==> src/rtl/cpu_pkg.sv <==
// Shared CPU definitions: condition-code encodings, NZCV bit positions and
// the condition-pass evaluation used by the execute-side condition stage and
// the branch unit.
package cpu_pkg;

  typedef enum logic [3:0] {
    COND_EQ = 4'h0,
    COND_NE = 4'h1,
    COND_CS = 4'h2,
    COND_CC = 4'h3,
    COND_MI = 4'h4,
    COND_PL = 4'h5,
    COND_VS = 4'h6,
    COND_VC = 4'h7,
    COND_HI = 4'h8,
    COND_LS = 4'h9,
    COND_GE = 4'hA,
    COND_LT = 4'hB,
    COND_GT = 4'hC,
    COND_LE = 4'hD,
    COND_AL = 4'hE,
    COND_NV = 4'hF
  } cond_e;

  localparam int unsigned FLAG_N = 3;
  localparam int unsigned FLAG_Z = 2;
  localparam int unsigned FLAG_C = 1;
  localparam int unsigned FLAG_V = 0;

  // Returns 1 when the condition field passes against the given {N,Z,C,V}.
  function automatic logic cond_pass(input logic [3:0] cond, input logic [3:0] nzcv);
    logic n, z, c, v, p;
    n = nzcv[FLAG_N];
    z = nzcv[FLAG_Z];
    c = nzcv[FLAG_C];
    v = nzcv[FLAG_V];
    p = 1'b0;
    case (cond_e'(cond))
      COND_EQ: p = z;
      COND_NE: p = !z;
      COND_CS: p = c;
      COND_CC: p = !c;
      COND_MI: p = n;
      COND_PL: p = !n;
      COND_VS: p = v;
      COND_VC: p = !v;
      COND_HI: p = c && !z;
      COND_LS: p = !c || z;
      COND_GE: p = (n == v);
      COND_LT: p = (n != v);
      COND_GT: p = !z && (n == v);
      COND_LE: p = z || (n != v);
      COND_AL: p = 1'b1;
      default: p = 1'b0;
    endcase
    return p;
  endfunction

endpackage

==> src/rtl/cond_eval.sv <==
// Combinational condition evaluator.
// Ports:
//   cond  in  4  condition field
//   nzcv  in  4  flags {N,Z,C,V}
//   pass  out 1  condition holds
module cond_eval
  import cpu_pkg::*;
(
  input  logic [3:0] cond,
  input  logic [3:0] nzcv,
  output logic       pass
);

  always_comb begin
    pass = cond_pass(cond, nzcv);
  end

endmodule

==> src/rtl/cond_eval_stage.sv <==
// Registered condition-evaluation stage between decode and execute.
// Holds architectural NZCV, evaluates inst[INST_W-1 -: 4] against them,
// stalls conditional instructions while flag setters are in flight, and
// bypasses flags returning from writeback into the same-cycle evaluation.
// Ports:
//   clk, rst_n                  clock / async active-low reset
//   in_valid, in_ready          upstream handshake
//   in_inst, in_sets_flags      instruction and its S bit
//   flag_wr_valid, flag_wr_nzcv NZCV returned by writeback (oldest setter)
//   flush                       squash output and in-flight setters
//   out_valid, out_ready        downstream handshake
//   out_inst, out_exec          registered instruction, condition passed
//   out_sets_flags              setter whose condition passed
//   nzcv, pending_cnt, err      flags, in-flight setter count, sticky error
module cond_eval_stage
  import cpu_pkg::*;
#(
  parameter  int unsigned INST_W      = 32,
  parameter  int unsigned MAX_PENDING = 4,
  localparam int unsigned CNT_W       = $clog2(MAX_PENDING + 1)
) (
  input  logic              clk,
  input  logic              rst_n,
  input  logic              in_valid,
  output logic              in_ready,
  input  logic [INST_W-1:0] in_inst,
  input  logic              in_sets_flags,
  input  logic              flag_wr_valid,
  input  logic [3:0]        flag_wr_nzcv,
  input  logic              flush,
  output logic              out_valid,
  input  logic              out_ready,
  output logic [INST_W-1:0] out_inst,
  output logic              out_exec,
  output logic              out_sets_flags,
  output logic [3:0]        nzcv,
  output logic [CNT_W-1:0]  pending_cnt,
  output logic              err
);

  logic [3:0]       cond;
  logic [3:0]       eff_nzcv;
  logic             dec;
  logic [CNT_W-1:0] eff_pend;
  logic             uncond;
  logic             stall;
  logic             pass;
  logic             accept;
  logic             inc;

  assign cond = in_inst[INST_W-1 -: 4];

  // Writeback flags are visible to this cycle's evaluation and pending count.
  always_comb begin
    eff_nzcv = flag_wr_valid ? flag_wr_nzcv : nzcv;
    dec      = flag_wr_valid && (pending_cnt != '0);
    eff_pend = pending_cnt - CNT_W'(dec);
    uncond   = (cond == COND_AL) || (cond == COND_NV);
    stall    = in_valid && ((!uncond && (eff_pend != '0)) ||
                            (in_sets_flags && (eff_pend == CNT_W'(MAX_PENDING))));
    in_ready = !flush && !stall && (!out_valid || out_ready);
    accept   = in_valid && in_ready;
    inc      = accept && in_sets_flags && pass;
  end

  cond_eval u_cond_eval (
    .cond (cond),
    .nzcv (eff_nzcv),
    .pass (pass)
  );

  always_ff @(posedge clk or negedge rst_n) begin
    if (!rst_n) begin
      out_valid      <= 1'b0;
      out_inst       <= '0;
      out_exec       <= 1'b0;
      out_sets_flags <= 1'b0;
      nzcv           <= '0;
      pending_cnt    <= '0;
      err            <= 1'b0;
    end else begin
      if (flag_wr_valid) begin
        nzcv <= flag_wr_nzcv;
        if (pending_cnt == '0) begin
          err <= 1'b1;
        end
      end

      if (flush) begin
        out_valid   <= 1'b0;
        pending_cnt <= '0;
      end else begin
        pending_cnt <= eff_pend + CNT_W'(inc);
        if (accept) begin
          out_valid      <= 1'b1;
          out_inst       <= in_inst;
          out_exec       <= pass;
          out_sets_flags <= in_sets_flags && pass;
        end else if (out_ready) begin
          out_valid <= 1'b0;
        end
      end
    end
  end

endmodule

==> config.mk <==
export PLATFORM = sky130hd
export DESIGN_NAME = cond_eval_stage
export DESIGN_NICKNAME = d
export VERILOG_FILES = /design/src/rtl/cpu_pkg.sv /design/src/rtl/cond_eval.sv /design/src/rtl/cond_eval_stage.sv
export SDC_FILE = /design/constraint.sdc
export NUM_CORES = 1
export LEC_CHECK = 0
export ABC_AREA = 0
export CORE_MARGIN = 10
export CORE_UTILIZATION = 44
export CTS_BUF_LIST = sky130_fd_sc_hd__clkbuf_2 sky130_fd_sc_hd__clkbuf_4 sky130_fd_sc_hd__clkbuf_8
export DETAILED_ROUTE_END_ITERATION = 12
export GPL_ROUTABILITY_DRIVEN = 0
export GPL_TIMING_DRIVEN = 1
export PLACE_DENSITY_LB_ADDON = 0.15
export SLEW_MARGIN = 10
export SYNTH_ARGS = -nofsm -noshare
export SYNTH_HDL_FRONTEND = slang
export SYNTH_SLANG_ARGS = --single-unit
==> constraint.sdc <==
create_clock -name clk -period 3.3 [get_ports clk]
set_input_delay 0.33 -clock clk [delete_from_list [all_inputs] [get_ports clk]]
set_output_delay 0.33 -clock clk [all_outputs]
set_load 0.01 [all_outputs]
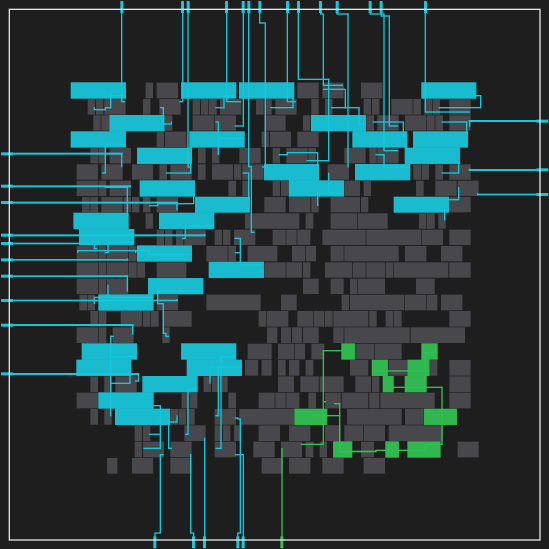
**Above:** I/O nets highlighted.
Scale: 6 px per um.
legend:
  out_inst:
    color: cyan
    bits: 32
    direction: output
    end_cells: 32
    wire: 980 um
  flag_wr_valid:
    color: green
    bits: 1
    direction: input
    end_cells: 11
    wire: 104 um

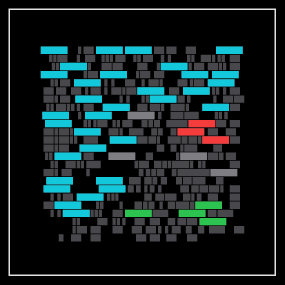
**Above:** register map, names as in the netlist.
Scale: 3 px per um.
legend:
  pending_cnt:
    color: red
    placed_flops: 3
  out_inst:
    color: cyan
    placed_flops: 32
  nzcv:
    color: green
    placed_flops: 4
    where: lower right
not colored: 4

==> run notes <==
impl run done, here's what came out: Longest Clk Path Bufs 2, Logic area roughly 870 sq um, ANT nets after route 0, met3 Use GR 6.59%, buffering overhead 29.8%, Period minus WS final between 2000 and 3000 ps, pre-CTS setup slack 286 ps, biggest area cells dfrtp_1, nand2_1, ha_1, clock network area share 3.50%, met3 wire length between 500 and 600 um, final WL 5500 um, Placed Cells approximately 360, CTS root buffer clkbuf_8, most instantiated logic cells after routing nand2_1, clkdlybuf4s50_1, dfrtp_1, post-cts sizing count 0, grt met2 use 23.8%, Power Density between 800 and 900 mW/mm^2, Clk. pwr roughly 400 uW, first-pass GRT wire length 8940 um, period utilization between 90 and 100%, Max Slew Vio Count 0, # nets final 358, leakage power ~1.4 nW, max reg flops 32, I/O pin cnt 87, dominant class by area flip-flops and latches, gr usage total 14.5%, synthesized area per cell 9.10 sq um, worst r2r path cells 12, Port-buffer cells approximately 86, comb pwr about 1.3 mW, RSZ-0062 raised after global routing no, Clk pwr share 15.5%, total power between 2 and 3 mW, yosys simple share a little over a quarter, Max power group combinational logic, relative slew slack 35.0%, via count 1,796, antenna violations before repair 0, Syn. warnings 0, Min-Delay Path Class input pin to async pin, cell mode on critical path ha_1, count leader, synth nand2_1, Post-Layout Cell Count approximately 360, fp util 46.1%, sequential power 864 uW, Final setup viols 0, row count 24, drt pass-1 iters 4, Comb area share 28.5%, R2R setup slack between 400 and 500 ps, yosys aoi share 6.72%, CORE AREA 0.00444 sq mm, uppermost routed layer met4, Startpoint Class flip-flop, Area leader share 52.6%, CTS Sinks 43, Worst EP arrival 2640 ps, Largest stage delay, worst path between 500 and 600 ps, drt initial violations 138, largest delay contributor family on the critical path buffers and inverters, Max IR drop VDD 0.000538 V, internal power 1.65 mW, DP HPWL 4230 um, Ant. Diodes 0, main logic family after synthesis simple AND/OR/NAND/NOR gates, Crit Reg-Reg Startpoint pending_cnt[1], Filler cells around 400, ys flops 43, WP data required 2970 ps, layout cells sized above 1 6.43%, CLK BUF 6, grt peak-use layer met2, switching share of power 35.3%, adder-cell share of the synthesized area 2.44%, Non-Clock Buffer Count 91, CTS clk-pin slew, worst paths 80 ps, met1 WL 2240 um, EDFF count, synth 0, synthesized instance count about 230, Most flops, register out_inst, crit-path cells nor3_1, nor2b_1, ha_1, ha_1, xor2_1, o32ai_2, o21a_1, clkdlybuf4s50_1, area of the mapped netlist 0.00205 sq mm, Crit Path Max Fanout 3, DRC 0, RR Endpoint pending_cnt[1], final instance area 0.00304 sq mm, status finished clean
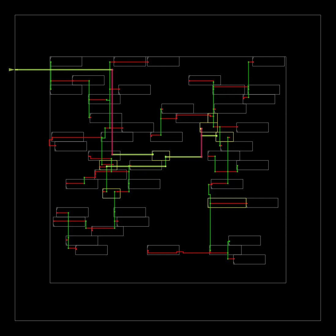
**Above:** the clock network.
flop count: 43
Num CTS Buffers: 5

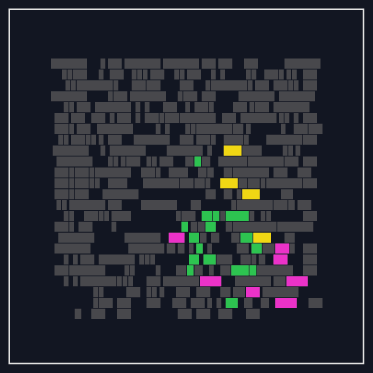
**Above:** gate-type map.
Scale: 4 px per um.
legend:
  aoi and oai cells:
    color: green
    cells: 16
  fa/ha/maj cells:
    color: yellow
    cells: 4
  mux cells:
    color: magenta
    cells: 7
    where: lower right

[how the worst max path moves through the flow]
stage | slack, ps | to | from
finish | 330 | in_ready | pending_cnt[1]
global route | 160 | in_ready | pending_cnt[1]
CTS | 290 | in_ready | pending_cnt[1]
detailed placement | 290 | pending_cnt[1] | flag_wr_valid
global placement | 400 | pending_cnt[1] | flag_wr_valid
floorplan | 650 | pending_cnt[1] | pending_cnt[1]
[through the flow]
step / util, % / hold slack, ps
5_1_grt: 68.4 / 282
4_1_cts: 68.4 / 236
2_1_floorplan: - / 34.4
3_5_place_dp: 66.0 / 448
3_3_place_gp: 66.0 / 440
6_report: 68.4 / 201
Power is estimated from default activity; no workload was simulated.
